**Track usage over the die**

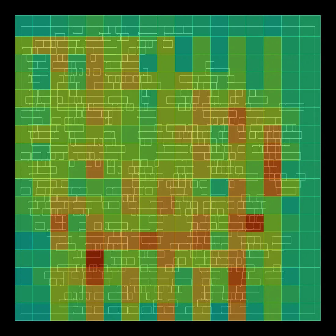
**Gate-type map**

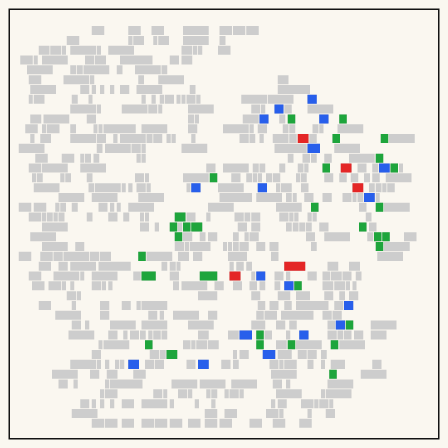
**Met2 routing**

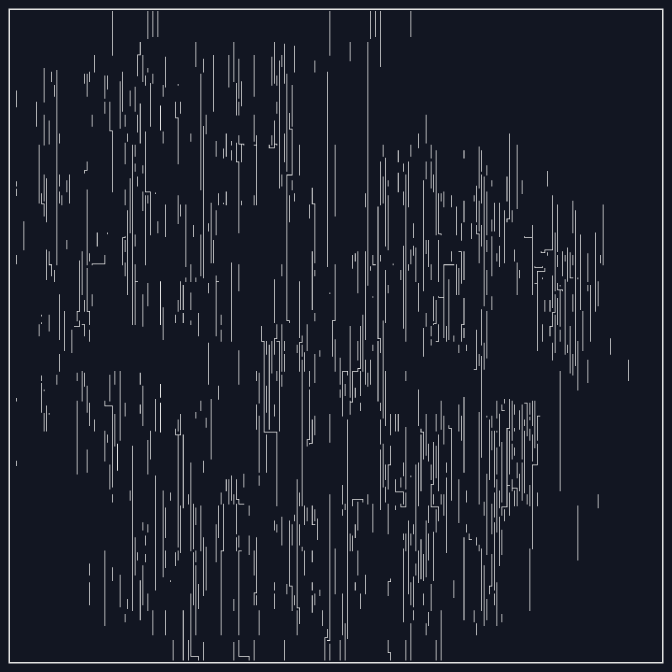
**Placement density heat map**

12 x 12 tiles, from white (low) to dark blue (high), 0 to 100% covered.
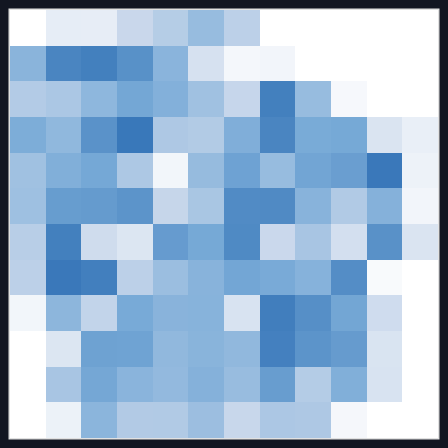
**Metal layers overlaid**

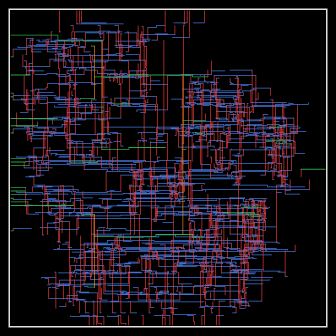
==> config.mk <==
export PLATFORM = sky130hd
export DESIGN_NAME = dbghost
export DESIGN_NICKNAME = d
export VERILOG_FILES = /design/src/rtl/dbghost.sv
export SDC_FILE = /design/constraint.sdc
export NUM_CORES = 1
export LEC_CHECK = 0
export CORE_MARGIN = 2
export CORE_UTILIZATION = 30
export CTS_BUF_LIST = sky130_fd_sc_hd__clkbuf_16
export DETAILED_ROUTE_END_ITERATION = 10
export HOLD_SLACK_MARGIN = 0.08
export PLACE_DENSITY = 0.46
export SLEW_MARGIN = 25
export SYNTH_ARGS = -nofsm -noshare
export SYNTH_HDL_FRONTEND = slang
export SYNTH_SLANG_ARGS = --single-unit
==> constraint.sdc <==
create_clock -name clk -period 2.61 [get_ports clk]
set_input_delay 0.261 -clock clk [delete_from_list [all_inputs] [get_ports clk]]
set_output_delay 0.261 -clock clk [all_outputs]
set_load 0.01 [all_outputs]
==> Changelog: implementation <==
## Flow update

- Worst reg2reg setup slack: 0.18 ns
- Post-cts repair resize count: 0
- Die area: 14100 µm²
- Row count: 41
- CP Data Required Time: 2.84 ns
- Gate Area: 2150 µm²
- Outcome: completed
- Yosys stat cell total: 478
- Syn-to-layout area delta: 26.7%
- RSZ-0062 raised after global routing: true
- Non-clock buffer count: 77
- Dpl ws: -0.113 ns
- # placed instances: 697
- Share of cells above drive strength 1: 0.137
- Worst setup EP type: flip-flop
- Synth warnings: 0
- Hold Vio Cnt, Final: 0
- Gate Count Post-Synth: 478
- Synth Area in XOR/XNOR: 0.0130
- Tcrit/Tclk final: 0.932
- First-pass GRT wire length: 16.9 mm
- Combinational cell fraction of total power: 0.105
- Hold Path Depth: 2
About 'track usage over the die':
final core occ: 0.392
met2 Track Usage GR: 0.201

About 'gate-type map':
[xor and xnor cells] red | cells: 5
[and/or cells] green | cells: 31
[non-inverting ao/oa cells] blue | cells: 18
Comb area share: 0.431
Commonest Layout Cell: nand2_1

About 'met2 routing':
main direction: vertical
share of all routed wire: 41%
wire length on this layer: 4070 µm
nets with wire on the layer: 447
final wirelength: 10.0 mm
DR vias: 3522

About 'placement density heat map':
mean over tiles: 34%
nearly empty tiles: 15%
emptiest ninth of the die: top right
fullest tile: 71%
Core Area: 12700 µm²
initial core utilization: 0.310

About 'metal layers overlaid':
[M3] green | wire length: 342 µm
[M4] orange | wire length: 148 µm
[M2] red | wire length: 4070 µm
[M1] blue | wire length: 5440 µm
GRT Overall Usage: 0.149
DR WL/cell: 14.0 µm

==> per-stage QoR <==
step	hold slack (ns)	instance area [µm²]	TNS (ns)	total power, mW
floorplan	0.396	3940	0	1.49
global placement	0.445	4700	-0.418	1.62
detailed placement	0.450	4700	-1.22	1.62
CTS	0.408	4980	0	2.86
global route	0.443	4990	-0.0745	2.96
finish	0.390	4990	0	2.83
==> layer usage <==
| layer | wire [µm] | part of all wire | up-vias | track usage |
|---|---|---|---|---|
| met4 | 147 | 0.015 | 0 | 0.0506 |
| met5 | 0 | 0 | - | 0 |
| met3 | 341 | 0.034 | 12 | 0.0391 |
| met1 | 5440 | 0.54 | 1639 | 0.226 |
| li1 | - | - | 1822 | - |
| met2 | 4070 | 0.41 | 49 | 0.201 |
Power figures rest on the tool's default switching activity, not on a simulated workload.
